Fig. 1: track usage over the die
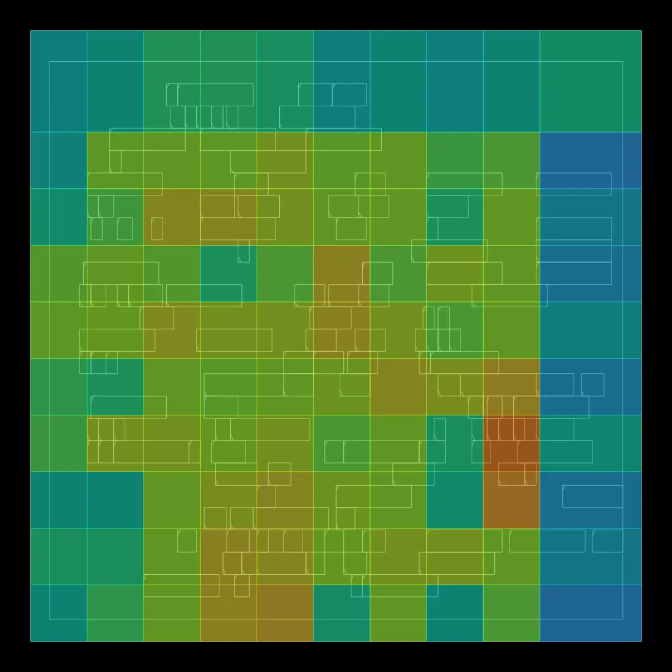
Fig. 2: ports around the boundary
Drawn at 4 px/um. Pins as bars across the die edge, other pins in grey.
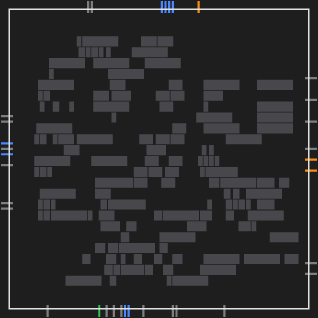
Fig. 3: metal layers overlaid
Drawn at 4 px/um.
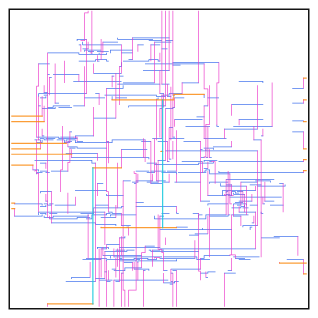
Fig. 4: wires at chosen ports, followed through buffers
Drawn at 4 px/um.
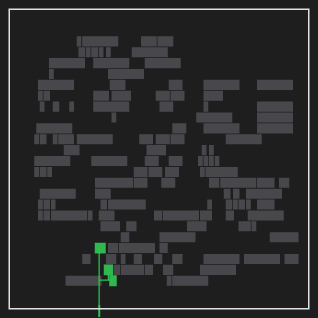
$ cat config.mk
export PLATFORM = sky130hd
export DESIGN_NAME = truth_table_lut_flat
export DESIGN_NICKNAME = d
export VERILOG_FILES = /design/src/rtl/truth_table_lut_pkg.sv /design/src/rtl/truth_table_lut_if.sv /design/src/rtl/truth_table_lut_cfg_loader.sv /design/src/rtl/truth_table_lut.sv /design/src/flat_wrapper.sv
export SDC_FILE = /design/constraint.sdc
export NUM_CORES = 1
export LEC_CHECK = 0
export CORE_MARGIN = 2
export CORE_UTILIZATION = 30
export CTS_CLUSTER_DIAMETER = 80
export DETAILED_ROUTE_END_ITERATION = 10
export DONT_BUFFER_PORTS = 1
export PLACE_DENSITY_LB_ADDON = 0.1
export SLEW_MARGIN = 5
export SYNTH_ARGS = -nofsm -noshare
export SYNTH_HDL_FRONTEND = slang
export SYNTH_SLANG_ARGS = --single-unit
export TNS_END_PERCENT = 1
$ cat constraint.sdc
create_clock -name clk -period 1.45 [get_ports clk]
set_input_delay 0.3625 -clock clk [delete_from_list [all_inputs] [get_ports clk]]
set_output_delay 0.3625 -clock clk [all_outputs]
set_load 0.01 [all_outputs]
$ cat src/rtl/truth_table_lut_pkg.sv
// truth_table_pkg: shared types, Cello-order lookup and parameter legality check
package truth_table_pkg;
    typedef enum logic [1:0] {IDLE, LOAD, COMMIT} cfg_state_t;

    // Cello ordering: row 0 sits in the table MSB
    function automatic logic tt_bit(input logic [63:0] tbl, input int tt_w, input int row);
        return tbl[6'(tt_w - 1 - row)];
    endfunction

    function automatic bit params_ok(input int n_in, input int cfg_w);
        return n_in >= 1 && n_in <= 6 && cfg_w >= 1 && (cfg_w & (cfg_w - 1)) == 0 && cfg_w <= (1 << n_in);
    endfunction
endpackage

$ cat src/rtl/truth_table_lut_if.sv
// truth_table_lut_if: configuration, evaluation and result signals of the truth-table gate
interface truth_table_lut_if #(parameter int N_IN = 3, parameter int CFG_W = 8);
    localparam int TT_W = 1 << N_IN;
    logic             cfg_valid;
    logic             cfg_ready;
    logic [CFG_W-1:0] cfg_data;
    logic             cfg_abort;
    logic             in_valid;
    logic             in_ready;
    logic [N_IN-1:0]  in_data;
    logic             sweep_start;
    logic             sweep_busy;
    logic             out_valid;
    logic             out_bit;
    logic [N_IN-1:0]  out_row;
    logic             out_sweep;
    logic [TT_W-1:0]  tt_active;

    modport slave (
        input  cfg_valid, cfg_data, cfg_abort, in_valid, in_data, sweep_start,
        output cfg_ready, in_ready, sweep_busy, out_valid, out_bit, out_row, out_sweep, tt_active
    );
    modport master (
        output cfg_valid, cfg_data, cfg_abort, in_valid, in_data, sweep_start,
        input  cfg_ready, in_ready, sweep_busy, out_valid, out_bit, out_row, out_sweep, tt_active
    );
endinterface

$ cat src/rtl/truth_table_lut_cfg_loader.sv
// tt_cfg_loader: word-by-word table loader with abort and a one-cycle commit state
module tt_cfg_loader
    import truth_table_pkg::*;
#(
    parameter int N_IN  = 3,
    parameter int CFG_W = 8
) (
    input  logic                   clk,
    input  logic                   rst_n,
    input  logic                   cfg_valid_i,
    input  logic [CFG_W-1:0]       cfg_data_i,
    input  logic                   cfg_abort_i,
    input  logic                   sweep_busy_i,
    output logic                   cfg_ready_o,
    output logic                   cfg_idle_o,
    output logic                   commit_pulse_o,
    output logic [(1<<N_IN)-1:0]   shadow_o
);
    localparam int TT_W = 1 << N_IN;
    localparam int NW   = TT_W / CFG_W;
    localparam int CW   = $clog2(NW + 1);

    cfg_state_t      state_q, state_d;
    logic [CW-1:0]   cnt_q, cnt_d;
    logic [TT_W-1:0] shadow_q, shadow_d;
    logic [N_IN-1:0] base;
    logic            accept;

    assign cfg_ready_o    = (state_q == IDLE) ? !sweep_busy_i : (state_q == LOAD);
    assign accept         = cfg_valid_i & cfg_ready_o;
    // a word accepted this cycle starts a load, so a sweep must not start alongside it
    assign cfg_idle_o     = (state_q == IDLE) & ~accept;
    assign commit_pulse_o = state_q == COMMIT;
    assign shadow_o       = shadow_q;
    assign base           = N_IN'((NW - 1 - int'(cnt_q)) * CFG_W);

    always_comb begin
        state_d  = state_q;
        cnt_d    = cnt_q;
        shadow_d = shadow_q;
        if (state_q == COMMIT) begin
            state_d = IDLE;
            cnt_d   = '0;
        end else if (state_q == LOAD && cfg_abort_i) begin
            state_d  = IDLE;
            cnt_d    = '0;
            shadow_d = '0;
        end else if (accept) begin
            shadow_d[base +: CFG_W] = cfg_data_i;
            cnt_d   = cnt_q + 1'b1;
            state_d = (int'(cnt_q) == NW - 1) ? COMMIT : LOAD;
        end
    end

    always_ff @(posedge clk or negedge rst_n) begin
        if (!rst_n) begin
            state_q  <= IDLE;
            cnt_q    <= '0;
            shadow_q <= '0;
        end else begin
            state_q  <= state_d;
            cnt_q    <= cnt_d;
            shadow_q <= shadow_d;
        end
    end
endmodule

$ cat src/rtl/truth_table_lut.sv
// truth_table_lut: runtime-programmable N-input truth-table gate with atomic reload and table sweep
module truth_table_lut
    import truth_table_pkg::*;
#(
    parameter int          N_IN     = 3,
    parameter int          CFG_W    = 8,
    parameter logic [63:0] RESET_TT = 64'h03
) (
    input logic              clk,
    input logic              rst_n,
    truth_table_lut_if.slave bus
);
    localparam int TT_W = 1 << N_IN;
    localparam logic [N_IN-1:0] LAST_ROW = N_IN'(TT_W - 1);

    if (!params_ok(N_IN, CFG_W)) begin : g_bad_params
        $error("truth_table_lut: illegal N_IN/CFG_W combination");
    end

    logic            commit_pulse, cfg_idle, in_acc, sweep_go, issue;
    logic [TT_W-1:0] shadow, tt_active_q;
    logic            sweep_busy_q, sweep_done_q;
    logic [N_IN-1:0] row_q, row_sel;
    logic            s1_valid_q, s1_bit_q, s1_sweep_q;
    logic [N_IN-1:0] s1_row_q;
    logic            out_valid_q, out_bit_q, out_sweep_q;
    logic [N_IN-1:0] out_row_q;

    tt_cfg_loader #(.N_IN(N_IN), .CFG_W(CFG_W)) u_loader (
        .clk            (clk),
        .rst_n          (rst_n),
        .cfg_valid_i    (bus.cfg_valid),
        .cfg_data_i     (bus.cfg_data),
        .cfg_abort_i    (bus.cfg_abort),
        .sweep_busy_i   (sweep_busy_q),
        .cfg_ready_o    (bus.cfg_ready),
        .cfg_idle_o     (cfg_idle),
        .commit_pulse_o (commit_pulse),
        .shadow_o       (shadow)
    );

    assign in_acc   = bus.in_valid & ~sweep_busy_q;
    assign sweep_go = bus.sweep_start & cfg_idle & ~sweep_busy_q;
    // busy holds one drain cycle after the last row is issued
    assign issue    = sweep_busy_q & ~sweep_done_q;
    assign row_sel  = issue ? row_q : bus.in_data;

    always_ff @(posedge clk or negedge rst_n) begin
        if (!rst_n) begin
            tt_active_q  <= TT_W'(RESET_TT);
            sweep_busy_q <= 1'b0;
            sweep_done_q <= 1'b0;
            row_q        <= '0;
            s1_valid_q   <= 1'b0;
            s1_bit_q     <= 1'b0;
            s1_sweep_q   <= 1'b0;
            s1_row_q     <= '0;
            out_valid_q  <= 1'b0;
            out_bit_q    <= 1'b0;
            out_sweep_q  <= 1'b0;
            out_row_q    <= '0;
        end else begin
            if (commit_pulse) tt_active_q <= shadow;
            sweep_busy_q <= sweep_go | issue;
            sweep_done_q <= issue & (row_q == LAST_ROW);
            row_q        <= sweep_go ? '0 : (issue && row_q != LAST_ROW) ? row_q + 1'b1 : row_q;
            s1_valid_q   <= in_acc | issue;
            s1_row_q     <= row_sel;
            s1_bit_q     <= tt_bit(64'(tt_active_q), TT_W, 32'(row_sel));
            s1_sweep_q   <= issue;
            out_valid_q  <= s1_valid_q;
            out_bit_q    <= s1_bit_q;
            out_row_q    <= s1_row_q;
            out_sweep_q  <= s1_sweep_q;
        end
    end

    assign bus.in_ready   = ~sweep_busy_q;
    assign bus.sweep_busy = sweep_busy_q;
    assign bus.out_valid  = out_valid_q;
    assign bus.out_bit    = out_bit_q;
    assign bus.out_row    = out_row_q;
    assign bus.out_sweep  = out_sweep_q;
    assign bus.tt_active  = tt_active_q;
endmodule

$ cat src/flat_wrapper.sv
// flat-port wrapper written by rule: the top's interface ports become plain ports
module truth_table_lut_flat import truth_table_pkg::*;
#(
    parameter int          N_IN     = 3,
    parameter int          CFG_W    = 8,
    parameter logic [63:0] RESET_TT = 64'h03
)
  (clk, rst_n, bus_cfg_valid, bus_cfg_data, bus_cfg_abort, bus_in_valid, bus_in_data, bus_sweep_start, bus_cfg_ready, bus_in_ready, bus_sweep_busy, bus_out_valid, bus_out_bit, bus_out_row, bus_out_sweep, bus_tt_active);
  truth_table_lut_if #(.N_IN(N_IN), .CFG_W(CFG_W)) bus_i ();
  input logic clk;
  input logic rst_n;
  input wire logic [$bits(bus_i.cfg_valid)-1:0] bus_cfg_valid;
  input wire logic [$bits(bus_i.cfg_data)-1:0] bus_cfg_data;
  input wire logic [$bits(bus_i.cfg_abort)-1:0] bus_cfg_abort;
  input wire logic [$bits(bus_i.in_valid)-1:0] bus_in_valid;
  input wire logic [$bits(bus_i.in_data)-1:0] bus_in_data;
  input wire logic [$bits(bus_i.sweep_start)-1:0] bus_sweep_start;
  output wire logic [$bits(bus_i.cfg_ready)-1:0] bus_cfg_ready;
  output wire logic [$bits(bus_i.in_ready)-1:0] bus_in_ready;
  output wire logic [$bits(bus_i.sweep_busy)-1:0] bus_sweep_busy;
  output wire logic [$bits(bus_i.out_valid)-1:0] bus_out_valid;
  output wire logic [$bits(bus_i.out_bit)-1:0] bus_out_bit;
  output wire logic [$bits(bus_i.out_row)-1:0] bus_out_row;
  output wire logic [$bits(bus_i.out_sweep)-1:0] bus_out_sweep;
  output wire logic [$bits(bus_i.tt_active)-1:0] bus_tt_active;
  assign bus_i.cfg_valid = bus_cfg_valid;
  assign bus_i.cfg_data = bus_cfg_data;
  assign bus_i.cfg_abort = bus_cfg_abort;
  assign bus_i.in_valid = bus_in_valid;
  assign bus_i.in_data = bus_in_data;
  assign bus_i.sweep_start = bus_sweep_start;
  assign bus_cfg_ready = bus_i.cfg_ready;
  assign bus_in_ready = bus_i.in_ready;
  assign bus_sweep_busy = bus_i.sweep_busy;
  assign bus_out_valid = bus_i.out_valid;
  assign bus_out_bit = bus_i.out_bit;
  assign bus_out_row = bus_i.out_row;
  assign bus_out_sweep = bus_i.out_sweep;
  assign bus_tt_active = bus_i.tt_active;
  truth_table_lut #(.N_IN(N_IN), .CFG_W(CFG_W), .RESET_TT(RESET_TT)) u_core (.clk(clk), .rst_n(rst_n), .bus(bus_i));
endmodule
==> impl_metrics.env <==
# source this file to load flow results
export IMPL_r2r_end="u_core.s1_bit_q"
export IMPL_rsz0062_at_grt="false"
export IMPL_power_uw=3630
export IMPL_status="complete, no violations"
export IMPL_r2r_slack_ps=130
export IMPL_use_met1=0.148
export IMPL_nWellTaps=67
export IMPL_netSwitchingPower_uw=1270
export IMPL_comb_cell_power_uw=1150
export IMPL_wl_met1_um=1270
export IMPL_aoi_share=0.0655
export IMPL_postLayoutCellArea_um2=1690
export IMPL_top_cells_by_count="33 x dfrtp_1, 24 x nand2_1, 15 x mux2i_1"
export IMPL_powerSeq_uw=1810
export IMPL_firstDrtPassIters=4
export IMPL_tns_ps=0
export IMPL_ys_top_logic_family="multiplexers"
export IMPL_clockPowerShare=0.185
export IMPL_layout_area_comb_um2=572
export IMPL_cts_sinks=35
export IMPL_hold_violations=0
export IMPL_ys_cells=126
export IMPL_cts_buffers=5
export IMPL_cts_hold_buf=2
export IMPL_regArea_um2=878
export IMPL_dr_first_iter_drc_count=22
export IMPL_power_density_nw_per_um2=2140
export IMPL_worstPathCellList="buf_4 > a21oi_4"
export IMPL_drc_errors=0
export IMPL_cts_path_max_buffers=2
export IMPL_antenna_found_initial=0
export IMPL_comb_power_share=0.317
export IMPL_cp_startpoint="u_core.bus.sweep_busy"
export IMPL_drv_cap=0
export IMPL_grt_pass1_wl_um=4710
export IMPL_edf_count=0
export IMPL_worst_slack_ps=52.5
export IMPL_nonClkBufAreaFrac=0.0355
export IMPL_hold_start="bus_in_valid"
export IMPL_hold_path_class="input port to flop"
export IMPL_clk_pin_slew_ps=70
export IMPL_dp_hpwl_um=1980
export IMPL_chip_area_um2=5550
export IMPL_wl_met3_um=131
export IMPL_rows=25
export IMPL_vias_per_cell=4.44
export IMPL_synth_most_common_cell="dfrtp_1"
export IMPL_simple_gate_area_frac=0.108
export IMPL_grt_pass1_vias=931
export IMPL_wl_met2_um=1260
export IMPL_crit_path_end="bus_cfg_ready"
export IMPL_syn_area_per_cell_um2=11.8
export IMPL_place_inst=191
export IMPL_sw_frac_of_total=0.350
export IMPL_num_multi_input_gates=81
export IMPL_nClkBuffers=7
export IMPL_synth_cells=126
About Fig. 1:
total track usage: 0.117
GR Util met3: 0.0501
Finished Core Util: 0.356
busiest grt layer: met2

About Fig. 2:
Key: orange = bus_in_data [pins 3, direction input, edge 2 right, 1 top]; blue = bus_tt_active [pins 8, direction output, edge 4 top, 2 bottom, 2 left]; green = bus_cfg_abort [pins 1, direction input, edge bottom]
All pins by edge: 11 bottom, 8 left, 8 right, 7 top.
die width: 74.5 um
die height: 74.5 um
Port Buf Inserts: 0

About Fig. 3:
Key: cyan = met4 [wire length 66.0 um]; orange = met3 [wire length 131 um]; magenta = met2 [wire length 1,260 um]; blue = met1 [wire length 1,270 um]
wire per inst: 13.6 um
total number of vias: 893
final WL: 2720 um

About Fig. 4:
Key: green = bus_cfg_abort [bits 1, direction input, end cells 3, buffers 0, wire 20.1 um]
I/O Pins: 34

